### config.mk
export PLATFORM = sky130hd
export DESIGN_NAME = clock_display_scan_flat
export DESIGN_NICKNAME = d
export VERILOG_FILES = /design/src/rtl/clock_display_scan_if.sv /design/src/rtl/clock_display_scan.sv /design/src/flat_wrapper.sv
export SDC_FILE = /design/constraint.sdc
export NUM_CORES = 1
export LEC_CHECK = 0
export CAP_MARGIN = 20
export CORE_MARGIN = 1.5
export CORE_UTILIZATION = 50
export CTS_BUF_LIST = sky130_fd_sc_hd__clkbuf_16
export DETAILED_ROUTE_END_ITERATION = 8
export PLACE_DENSITY = 0.78
export RECOVER_POWER = 25
export SLEW_MARGIN = 10
export SYNTH_ARGS = -nofsm -noshare
export SYNTH_HDL_FRONTEND = slang
export SYNTH_SLANG_ARGS = --single-unit
### constraint.sdc
create_clock -name clk -period 4.3 [get_ports clk]
set_clock_uncertainty 0.1 [all_clocks]
set_input_delay 0.43 -clock clk [delete_from_list [all_inputs] [get_ports clk]]
set_output_delay 0.43 -clock clk [all_outputs]
set_load 0.1 [all_outputs]
### src/rtl/clock_display_scan_if.sv
// Time bus into the display stage and the multiplexed 7-segment drive coming out of it.
// The master drives the time fields and watches the display; the slave is the scan block.
interface clock_display_scan_if;
   logic [4:0] hora;
   logic [5:0] minutos;
   logic [5:0] segundos;
   logic [5:0] an;
   logic [6:0] seg;
   logic       dp;
   logic       frame_tick;

   modport master (
      output hora, minutos, segundos,
      input  an, seg, dp, frame_tick
   );

   modport slave (
      input  hora, minutos, segundos,
      output an, seg, dp, frame_tick
   );
endinterface

### src/rtl/clock_display_scan.sv
// Six-digit HH.MM.SS scanner for a common-anode 7-segment display.
// Snapshots the time once per frame, converts it to BCD and drives one digit per scan slot.
//
// state    | meaning
// ---------+-----------------------------------------
// D_SEC_U  | seconds units digit active (an[0] low)
// D_SEC_T  | seconds tens digit active  (an[1] low)
// D_MIN_U  | minutes units digit active (an[2] low)
// D_MIN_T  | minutes tens digit active  (an[3] low)
// D_HR_U   | hours units digit active   (an[4] low)
// D_HR_T   | hours tens digit active    (an[5] low); leaving it wraps the frame
module clock_display_scan #(
   parameter int SCAN_DIV   = 4,
   parameter int LEAD_BLANK = 1,
   parameter int DP_EN      = 1
) (
   input  logic                  clk,
   input  logic                  res,
   clock_display_scan_if.slave   bus
);

   localparam int PW = (SCAN_DIV > 2) ? $clog2(SCAN_DIV) : 1;

   localparam logic [6:0] SEG_DASH  = 7'b0111111;
   localparam logic [6:0] SEG_BLANK = 7'b1111111;

   typedef enum logic [2:0] {
      D_SEC_U = 3'd0,
      D_SEC_T = 3'd1,
      D_MIN_U = 3'd2,
      D_MIN_T = 3'd3,
      D_HR_U  = 3'd4,
      D_HR_T  = 3'd5
   } digit_t;

   digit_t          state;
   digit_t          state_nxt;
   logic [PW-1:0]   presc;
   logic            tick;
   logic            wrap;

   logic [4:0]      snap_h;
   logic [5:0]      snap_m;
   logic [5:0]      snap_s;
   logic [4:0]      load_h;
   logic [5:0]      load_m;
   logic [5:0]      load_s;

   logic [7:0]      bcd_h;
   logic [7:0]      bcd_m;
   logic [7:0]      bcd_s;

   logic [5:0]      an_d;
   logic [6:0]      seg_d;
   logic            dp_d;
   logic            field_ok;
   logic [3:0]      digit;

   logic [5:0]      an_q;
   logic [6:0]      seg_q;
   logic            dp_q;
   logic            frame_tick_q;

   // Tens/units by successive comparison; covers the full 0..63 input range.
   function automatic logic [7:0] to_bcd(input logic [5:0] v);
      logic [3:0] t;
      logic [5:0] r;
      if (v >= 6'd60) begin
         t = 4'd6; r = v - 6'd60;
      end else if (v >= 6'd50) begin
         t = 4'd5; r = v - 6'd50;
      end else if (v >= 6'd40) begin
         t = 4'd4; r = v - 6'd40;
      end else if (v >= 6'd30) begin
         t = 4'd3; r = v - 6'd30;
      end else if (v >= 6'd20) begin
         t = 4'd2; r = v - 6'd20;
      end else if (v >= 6'd10) begin
         t = 4'd1; r = v - 6'd10;
      end else begin
         t = 4'd0; r = v;
      end
      return {t, r[3:0]};
   endfunction

   function automatic logic [6:0] seg7(input logic [3:0] d);
      logic [6:0] s;
      case (d)
         4'd0:    s = 7'b1000000;
         4'd1:    s = 7'b1111001;
         4'd2:    s = 7'b0100100;
         4'd3:    s = 7'b0110000;
         4'd4:    s = 7'b0011001;
         4'd5:    s = 7'b0010010;
         4'd6:    s = 7'b0000010;
         4'd7:    s = 7'b1111000;
         4'd8:    s = 7'b0000000;
         4'd9:    s = 7'b0010000;
         default: s = SEG_BLANK;
      endcase
      return s;
   endfunction

   assign tick = (presc == PW'(SCAN_DIV - 1));
   assign wrap = tick && (state == D_HR_T);

   // Digit 0 of a new frame must already show the value captured on the wrap edge.
   assign load_h = wrap ? bus.hora     : snap_h;
   assign load_m = wrap ? bus.minutos  : snap_m;
   assign load_s = wrap ? bus.segundos : snap_s;

   assign bcd_h = to_bcd({1'b0, load_h});
   assign bcd_m = to_bcd(load_m);
   assign bcd_s = to_bcd(load_s);

   always_ff @(posedge clk or negedge res) begin
      if (!res) begin
         presc  <= '0;
         state  <= D_SEC_U;
         snap_h <= '0;
         snap_m <= '0;
         snap_s <= '0;
      end else begin
         presc  <= tick ? '0 : presc + 1'b1;
         state  <= state_nxt;
         snap_h <= load_h;
         snap_m <= load_m;
         snap_s <= load_s;
      end
   end

   always_comb begin
      state_nxt = state;
      if (tick) begin
         case (state)
            D_SEC_U: state_nxt = D_SEC_T;
            D_SEC_T: state_nxt = D_MIN_U;
            D_MIN_U: state_nxt = D_MIN_T;
            D_MIN_T: state_nxt = D_HR_U;
            D_HR_U:  state_nxt = D_HR_T;
            D_HR_T:  state_nxt = D_SEC_U;
            default: state_nxt = D_SEC_U;
         endcase
      end
   end

   always_comb begin
      field_ok = 1'b1;
      digit    = 4'd0;
      case (state_nxt)
         D_SEC_U: begin field_ok = (load_s <= 6'd59); digit = bcd_s[3:0]; end
         D_SEC_T: begin field_ok = (load_s <= 6'd59); digit = bcd_s[7:4]; end
         D_MIN_U: begin field_ok = (load_m <= 6'd59); digit = bcd_m[3:0]; end
         D_MIN_T: begin field_ok = (load_m <= 6'd59); digit = bcd_m[7:4]; end
         D_HR_U:  begin field_ok = (load_h <= 5'd23); digit = bcd_h[3:0]; end
         D_HR_T:  begin field_ok = (load_h <= 5'd23); digit = bcd_h[7:4]; end
         default: begin field_ok = 1'b1;              digit = 4'd0;       end
      endcase

      an_d = ~(6'b000001 << state_nxt);

      if (!field_ok)
         seg_d = SEG_DASH;
      else if ((LEAD_BLANK != 0) && (state_nxt == D_HR_T) && (digit == 4'd0))
         seg_d = SEG_BLANK;
      else
         seg_d = seg7(digit);

      // Separator dots sit on minute-units and hour-units, but never on a dash.
      dp_d = !((DP_EN != 0) && field_ok &&
               ((state_nxt == D_MIN_U) || (state_nxt == D_HR_U)));
   end

   always_ff @(posedge clk or negedge res) begin
      if (!res) begin
         an_q         <= 6'b111110;
         seg_q        <= 7'b1000000;
         dp_q         <= 1'b1;
         frame_tick_q <= 1'b0;
      end else begin
         frame_tick_q <= wrap;
         if (tick) begin
            an_q  <= an_d;
            seg_q <= seg_d;
            dp_q  <= dp_d;
         end
      end
   end

   assign bus.an         = an_q;
   assign bus.seg        = seg_q;
   assign bus.dp         = dp_q;
   assign bus.frame_tick = frame_tick_q;

endmodule

### src/flat_wrapper.sv
// flat-port wrapper written by rule: the top's interface ports become plain ports
module clock_display_scan_flat 
#(
   parameter int SCAN_DIV   = 4,
   parameter int LEAD_BLANK = 1,
   parameter int DP_EN      = 1
)
  (clk, res, bus_hora, bus_minutos, bus_segundos, bus_an, bus_seg, bus_dp, bus_frame_tick);
  clock_display_scan_if bus_i ();
  input  logic clk;
  input  logic res;
  input wire logic [$bits(bus_i.hora)-1:0] bus_hora;
  input wire logic [$bits(bus_i.minutos)-1:0] bus_minutos;
  input wire logic [$bits(bus_i.segundos)-1:0] bus_segundos;
  output wire logic [$bits(bus_i.an)-1:0] bus_an;
  output wire logic [$bits(bus_i.seg)-1:0] bus_seg;
  output wire logic [$bits(bus_i.dp)-1:0] bus_dp;
  output wire logic [$bits(bus_i.frame_tick)-1:0] bus_frame_tick;
  assign bus_i.hora = bus_hora;
  assign bus_i.minutos = bus_minutos;
  assign bus_i.segundos = bus_segundos;
  assign bus_an = bus_i.an;
  assign bus_seg = bus_i.seg;
  assign bus_dp = bus_i.dp;
  assign bus_frame_tick = bus_i.frame_tick;
  clock_display_scan #(.SCAN_DIV(SCAN_DIV), .LEAD_BLANK(LEAD_BLANK), .DP_EN(DP_EN)) u_core (.clk(clk), .res(res), .bus(bus_i));
endmodule
==> images/gates.png <==
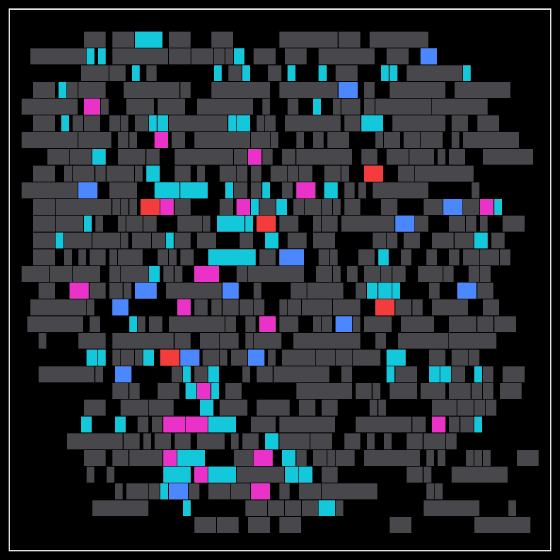
[cyan] nor cells | cells: 71 | most used: nor2_1
[blue] non-inverting ao/oa cells | cells: 15 | most used: a21o_1
[magenta] and/or cells | cells: 19 | most used: or2_2
[red] xor and xnor cells | cells: 5 | most used: xnor2_1

==> images/m3.png <==
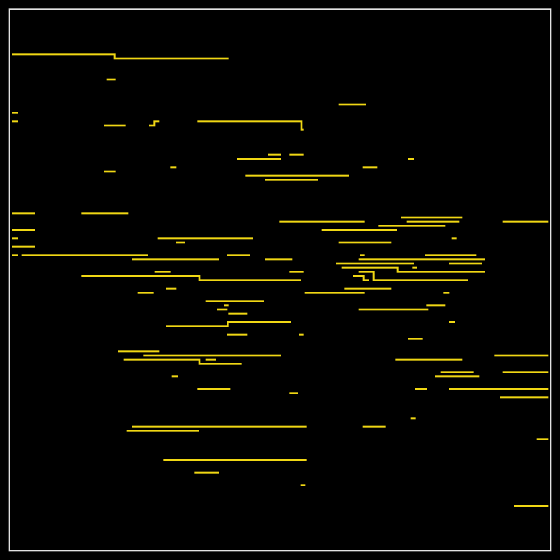
wire length on this layer: 657 microns
nets with wire on the layer: 68
met3 Usage GRT: 4.05%
via count: 3645
final wirelength: 10.7 mm

==> images/ff_map.png <==
Bar = 20 microns.
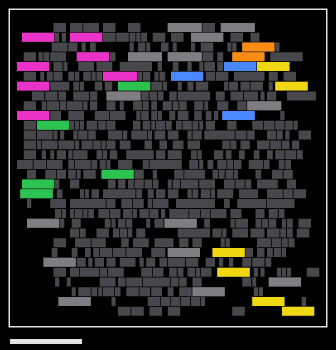
[green] u_core.snap_h | placed flops: 5 | where: middle left
[magenta] u_core.bus.seg | placed flops: 7 | where: upper left
[yellow] u_core.snap_s | placed flops: 6
[orange] u_core.presc | placed flops: 2
[blue] u_core.state | placed flops: 3

==> images/m2.png <==
Bar = 20 microns.
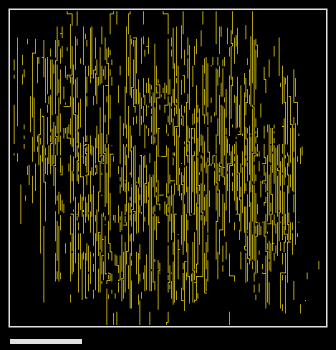
share of all routed wire: 48%
nets with wire on the layer: 463
main direction: vertical
longest straight run: 33.7 microns
wire length on this layer: 5140 microns
met2 layer usage reported by global route: 48.6%

==> qor.csv <==
metric,value,unit
outcome,"complete, but fails checks",
failing checks,"max-capacitance violations, max-slew violations",
simple-gate area share of the yosys netlist,27.2,%
storage element area,935,sq um
Max Transition Viols Final,38,
routed length on met3,657,microns
Max power group,clock,
number of buffers inserted during clock tree synthesis,5,
startpoint of the lowest-slack hold path,u_core.presc[0]$_DFF_PN0_,
most frequent cell after synthesis,sky130_fd_sc_hd__nand2_1,
number of global-route vias before repair,3570,
post-synthesis cell type count,70,
dominant kind of cell by area,multi-input combinational cells,
routed wl met2,5.14,mm
"Arr. time, crit path",4.23,ns
buffers and inverters on the worst path,1,
sequential-to-total area share from yosys stat,26.0,%
"non-filler cells, final",590,
P per Cell Area,271,nW/um^2
metal1 wirelength,4.60,mm
most numerous logic cells after layout,"43 x sky130_fd_sc_hd__nand2_1, 35 x sky130_fd_sc_hd__buf_4, 33 x sky130_fd_sc_hd__nor2_1",
H-tree levels,2,
net switching power,0.000438,W
Well-Tap Cells,96,
delay contributed by the slowest stage of the critical path,0.54,ns
chip area,7710,sq um
adder-cell share of the synthesized area,7.31,%
period utilisation layout,96.2,%
die width,87.8,microns
height of the die,87.8,microns
register fraction of the total cell area,20.7,%
number of hold buffers added after CTS,0,
clock buffers,5,
syn_nets,479,
yosys stat chip area,3590,sq um
total power draw,0.00123,W
Tmin final,4.14,ns
"Design Area, Final",4520,sq um
share of the synthesized netlist area taken by xor and xnor gates,1.22,%
core box area,6870,sq um
Worst Path Required,4.39,ns
clock transition at the register clock pins on the worst setup and hold paths after CTS,0.06,ns
vias per inst,6.18,
Internal Dissipation,0.000787,W
Final Hold Violating Endpoints,0,
endpoint with the worst hold slack,u_core.presc[0]$_DFF_PN0_,
sequential cell count,37,
cell taking the most area after synthesis,sky130_fd_sc_hd__dfrtp_1,
remaining design rule violation count,0,
count of multi-input gates,352,
reported max-cap violation count,1,
num ports,34,
switching share of power,35.8,%
number of buffers outside the clock class in the layout,70,
number of cells on the worst hold path,1,
number of warnings in the stage logs,37,
estimated wirelength of the detail-placed design,7.87,mm
proportion of final cell area spent on non-clock buffers,13.5,%
fraction of layout cells with a size suffix above 1,21.3,%
clk pwr,0.000421,W
flops out of synthesis,37,
normalized max-slew margin,-41.2,%
main logic family after synthesis,simple AND/OR/NAND/NOR gates,
largest net degree at the start of global routing,38,
Power and IR drop assume default switching activity.
